Fig. 1: wiring by layer
(4 px per um)
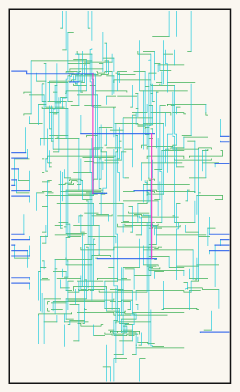
Fig. 2: clock routing
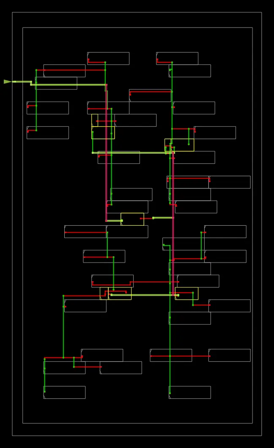
Fig. 3: pin placement
(6 px per um) Pins as bars across the die edge, other pins in gray.
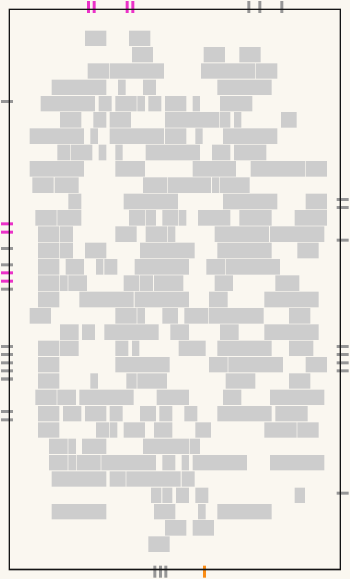
Fig. 4: cell classes on the final placement
(4 px per um)
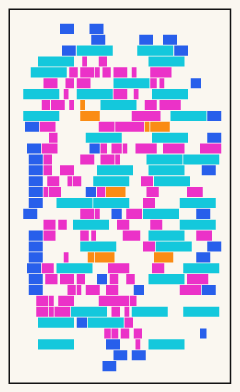
### config.mk
export PLATFORM = sky130hd
export DESIGN_NAME = seq_ripple_adder_param_flat
export DESIGN_NICKNAME = d
export VERILOG_FILES = /design/src/rtl/seq_ripple_adder_param_if.sv /design/src/rtl/seq_ripple_adder_param.sv /design/src/flat_wrapper.sv
export SDC_FILE = /design/constraint.sdc
export NUM_CORES = 1
export LEC_CHECK = 0
export CORE_ASPECT_RATIO = 1.75
export CORE_MARGIN = 2
export CORE_UTILIZATION = 40
export CTS_CLUSTER_SIZE = 40
export DETAILED_ROUTE_END_ITERATION = 7
export PLACE_DENSITY_LB_ADDON = 0.15
export SLEW_MARGIN = 15
export SYNTH_ARGS = -nofsm -noshare
export SYNTH_HDL_FRONTEND = slang
export SYNTH_SLANG_ARGS = --single-unit
### constraint.sdc
create_clock -name clk -period 2 [get_ports clk]
set_input_delay 0.3 -clock clk [delete_from_list [all_inputs] [get_ports clk]]
set_output_delay 0.3 -clock clk [all_outputs]
set_load 0.02 [all_outputs]
### src/rtl/seq_ripple_adder_param_if.sv
// Operand/result bundle for the chunk-serial adder: the requester drives operands and
// start/enable, and the adder returns the result and its status flags.
interface seq_ripple_adder_param_if #(
  parameter int WIDTH = 8
);
  logic             en;
  logic             start;
  logic             sub;
  logic             cin;
  logic [WIDTH-1:0] a;
  logic [WIDTH-1:0] b;
  logic [WIDTH-1:0] s;
  logic             cout;
  logic             ovf;
  logic             busy;
  logic             done;

  modport master (
    output en, start, sub, cin, a, b,
    input  s, cout, ovf, busy, done
  );

  modport slave (
    input  en, start, sub, cin, a, b,
    output s, cout, ovf, busy, done
  );
endinterface

### src/rtl/seq_ripple_adder_param.sv
// Chunk-serial ripple adder/subtractor: adds CHUNK bits per enabled cycle over WIDTH/CHUNK cycles.
// state | meaning
// IDLE  | waiting for start with en=1
// RUN   | adding one chunk per enabled edge
// DONE  | result valid, done pulse high
module seq_ripple_adder_param #(
  parameter int WIDTH = 8,
  parameter int CHUNK = 2
) (
  input  logic                     clk,
  input  logic                     rst_n,
  seq_ripple_adder_param_if.slave  bus
);
  localparam int N  = WIDTH / CHUNK;
  localparam int CW = (N > 1) ? $clog2(N) : 1;
  localparam logic [CW-1:0] LAST = CW'(N - 1);

  typedef enum logic [1:0] {IDLE, RUN, DONE} state_t;

  state_t           state;
  logic [CW-1:0]    cnt;
  logic             carry;
  logic [WIDTH-1:0] a_q;
  logic [WIDTH-1:0] b_q;
  logic [WIDTH-1:0] acc;
  logic [WIDTH-1:0] s_q;
  logic             cout_q;
  logic             ovf_q;
  logic             busy_q;
  logic             done_q;

  logic [CHUNK-1:0] sum_chunk;
  logic             c_next;
  logic             c_msb;
  logic [WIDTH-1:0] acc_next;

  // Operands shift right each chunk, so the active chunk is always in the low bits.
  always_comb begin
    logic c;
    c         = carry;
    c_msb     = 1'b0;
    sum_chunk = '0;
    for (int j = 0; j < CHUNK; j++) begin
      sum_chunk[j] = a_q[j] ^ b_q[j] ^ c;
      if (j == CHUNK - 1) c_msb = c;
      c = (a_q[j] & b_q[j]) | (c & (a_q[j] ^ b_q[j]));
    end
    c_next   = c;
    acc_next = (acc >> CHUNK) | (WIDTH'(sum_chunk) << (WIDTH - CHUNK));
  end

  always_ff @(posedge clk or negedge rst_n) begin
    if (!rst_n) begin
      state  <= IDLE;
      cnt    <= '0;
      carry  <= 1'b0;
      a_q    <= '0;
      b_q    <= '0;
      acc    <= '0;
      s_q    <= '0;
      cout_q <= 1'b0;
      ovf_q  <= 1'b0;
      busy_q <= 1'b0;
      done_q <= 1'b0;
    end else if (bus.en) begin
      case (state)
        IDLE: begin
          if (bus.start) begin
            a_q    <= bus.a;
            b_q    <= bus.sub ? ~bus.b : bus.b;
            carry  <= bus.sub ? 1'b1 : bus.cin;
            cnt    <= '0;
            acc    <= '0;
            busy_q <= 1'b1;
            state  <= RUN;
          end
        end
        RUN: begin
          a_q   <= a_q >> CHUNK;
          b_q   <= b_q >> CHUNK;
          acc   <= acc_next;
          carry <= c_next;
          cnt   <= cnt + 1'b1;
          if (cnt == LAST) begin
            s_q    <= acc_next;
            cout_q <= c_next;
            ovf_q  <= c_next ^ c_msb;
            done_q <= 1'b1;
            state  <= DONE;
          end
        end
        DONE: begin
          done_q <= 1'b0;
          busy_q <= 1'b0;
          state  <= IDLE;
        end
        default: state <= IDLE;
      endcase
    end
  end

  assign bus.s    = s_q;
  assign bus.cout = cout_q;
  assign bus.ovf  = ovf_q;
  assign bus.busy = busy_q;
  assign bus.done = done_q;
endmodule

### src/flat_wrapper.sv
// flat-port wrapper written by rule: the top's interface ports become plain ports
module seq_ripple_adder_param_flat 
#(
  parameter int WIDTH = 8,
  parameter int CHUNK = 2
)
  (clk, rst_n, bus_en, bus_start, bus_sub, bus_cin, bus_a, bus_b, bus_s, bus_cout, bus_ovf, bus_busy, bus_done);
  seq_ripple_adder_param_if #(.WIDTH(WIDTH)) bus_i ();
  input  logic clk;
  input  logic rst_n;
  input wire logic [$bits(bus_i.en)-1:0] bus_en;
  input wire logic [$bits(bus_i.start)-1:0] bus_start;
  input wire logic [$bits(bus_i.sub)-1:0] bus_sub;
  input wire logic [$bits(bus_i.cin)-1:0] bus_cin;
  input wire logic [$bits(bus_i.a)-1:0] bus_a;
  input wire logic [$bits(bus_i.b)-1:0] bus_b;
  output wire logic [$bits(bus_i.s)-1:0] bus_s;
  output wire logic [$bits(bus_i.cout)-1:0] bus_cout;
  output wire logic [$bits(bus_i.ovf)-1:0] bus_ovf;
  output wire logic [$bits(bus_i.busy)-1:0] bus_busy;
  output wire logic [$bits(bus_i.done)-1:0] bus_done;
  assign bus_i.en = bus_en;
  assign bus_i.start = bus_start;
  assign bus_i.sub = bus_sub;
  assign bus_i.cin = bus_cin;
  assign bus_i.a = bus_a;
  assign bus_i.b = bus_b;
  assign bus_s = bus_i.s;
  assign bus_cout = bus_i.cout;
  assign bus_ovf = bus_i.ovf;
  assign bus_busy = bus_i.busy;
  assign bus_done = bus_i.done;
  seq_ripple_adder_param #(.WIDTH(WIDTH), .CHUNK(CHUNK)) u_core (.clk(clk), .rst_n(rst_n), .bus(bus_i));
endmodule
==> results.py <==
# Metrics from the implementation run
metrics = {
    "clock_tree": {
        "cts_hold_buf": 0,
        "path_clk_slew_ns": 0.07,
        "htree_levels": 2,
        "clk_latency_ns": 0.29,
        "cts_tree": "yes",
    },
    "routing": {
        "viasPerCell": 5.103,
        "num_vias": 1184,
        "drc": 0,
        "routed_wl_mm": 3.307,
        "antenna_left": 0,
    },
    "global_route": {
        "grt.total_usage": 0.1534,
        "grt_start_max_net_pins": 28,
        "grt_antenna_before_repair": 0,
        "grt_pass1_wl_mm": 5.637,
    },
    "synth": {
        "syn_area_mm2": 0.001815,
        "syn_nets": 166,
        "ys_cells": 141,
        "yosys.area.top_type": "dfrtp_1",
        "logic_family": "multiplexers",
        "post_synth_ao_oa_area_fraction": 0.1158,
        "synth_flops": 39,
        "xor_share": 0.04342,
        "ys_types": 25,
        "edf_count": 0,
        "ys_chip_area_mm2": 0.001815,
        "ff_type": "dfrtp_1",
        "yosysWarnings": 0,
        "synthTopCellsByArea": "dfrtp_1 (54%), mux2i_1 (6.6%), mux2_4 (5.8%)",
        "top_cell_area_share": 0.5376,
        "syn_area_per_cell_um2": 12.88,
        "fa_ha_area_frac": 0.02895,
    },
    "final_timing": {
        "min_period_ns": 1.896,
        "slew_headroom": 0.6066,
        "finalHoldViolations": 0,
        "setup_tns_ns": 0,
        "finalClockPeriodUsage": 0.9482,
        "clock.fmax_mhz": 527.3,
        "worst_slew_pin_slew_ns": 0.5900,
        "setup_viol": 0,
    },
    "cells_and_area": {
        "final_cell_area_mm2": 0.002281,
        "final_cell_mix": "dfrtp_1 (39), clkdlybuf4s50_1 (32), inv_1 (15)",
        "diodes": 0,
        "area_growth_pct": 25.64,
    },
    "job": {
        "maxCapViolations": 0,
    },
    "placed_design": {
        "dp_hpwl_mm": 2.541,
        "dpl_cell_area_mm2": 0.002200,
        "gp_congestion": 0.7407,
    },
    "critical_path": {
        "crit_family": "adder cells",
        "r2r_slack_ns": 0.10,
        "path_common_cell": "fa_1",
        "crit_type": "reg2reg",
        "worstPathArrival_ns": 2.07,
        "critPathLaunch": "u_core.b_q[0]",
        "required_ns": 2.17,
        "crit_path_cell_trace": "fa_1, fa_1, nand3b_1, o21ai_0, mux2_2",
        "cp_num_buf_inv": 0,
        "crit_end": "u_core.carry",
        "crit_path_max_fanout": 3,
        "crit_path_start_kind": "flop",
        "reg2regPathDepth": 5,
        "cp_slowest_cell": "fa_1",
    },
    "run_status": {
        "status": "completed",
    },
    "power": {
        "leakage_uw": 0.001096,
        "pwr-share-clk": 0.148,
        "comb_power_share": 0.446,
    },
    "floorplanning": {
        "dieArea_mm2": 0.005115,
        "pin_count": 34,
    },
    "min_path": {
        "hold_class": "in2async",
    },
}
-- Fig. 1 (at the start) --
layer	color	wire length
met2	cyan	1,830 um
met4	magenta	61.2 um
met3	blue	138 um
met1	green	1,280 um

-- Fig. 2 (at the start) --
Clock Skew: 0.004727 ns
Num Clock Sinks: 39

-- Fig. 3 (at the start) --
port	color	pins	direction	edge
`bus_done`	orange	1	output	bottom
`bus_a`	magenta	8	input	4 top, 4 left
all pins by edge	15 left, 8 right, 7 top, 4 bottom

-- Fig. 4 (at the start) --
class	color	cells
flip-flops	cyan	39
clock drivers and dummy loads	orange	8
all other logic	magenta	94
other buffers and delay cells	blue	40

[cells in the mapped netlist, types with 2 or more instances]
library cell and number:
nor2_1 3, o21ai_0 3, a21oi_1 2, buf_4 2, inv_1 15, buf_2 4, nor2b_1 4, xor2_1 6
o22ai_1 14, mux2i_1 12, xnor2_1 3, fa_1 2, mux2_4 7, mux2_2 8, dfrtp_1 39, buf_6 2
a22o_1 7
[area by class of cell]
cell class	instances	area, um2
Tap cell	51	63.81
Clock inverter	1	5.005
Timing Repair Buffer	40	377.9
Fill cell	418	2123
Inverter	15	56.30
Sequential cell	39	975.9
Clock buffer	7	76.32
Multi-Input combinational cell	79	725.7
[metal layers]
layer,wire [um],global-route usage
met3,138,0.04313
met4,61,0.06504
met1,1276,0.1649
met5,0,0
met2,1832,0.2659
[registers in the layout (all words and copies together) (netlist names)]
register / cells
u_core.bus.ovf: 1
u_core.a_q: 8
u_core.bus.s: 8
u_core.bus.done: 1
u_core.b_q: 8
u_core.carry: 1
u_core.cnt: 2
u_core.bus.cout: 1
u_core.acc: 6
u_core.state: 2
u_core.bus.busy: 1
[power by group through the flow]
stage	clock, uW	combinational (uW)	sequential (uW)
2_1_floorplan	0	975	1440
3_5_place_dp	0	1540	1400
6_report	502	1520	1380
3_3_place_gp	0	1510	1390
4_1_cts	514	1540	1390
5_1_grt	559	1680	1430
[through the flow]
step,setup slack [ns],power [uW],cells,hold WS (ns),util
4_1_cts,0.08704,3443,232,0.02972,0.5179
3_3_place_gp,0.1696,2892,224,0.3435,0.4994
5_1_grt,0.02429,3669,232,0.04900,0.5179
2_1_floorplan,0.2011,2414,141,0.004409,-
6_report,0.1035,3402,232,0.008489,0.5179
3_5_place_dp,0.1099,2939,224,0.3422,0.4994
Power figures rest on the tool's default switching activity, not on a simulated workload.
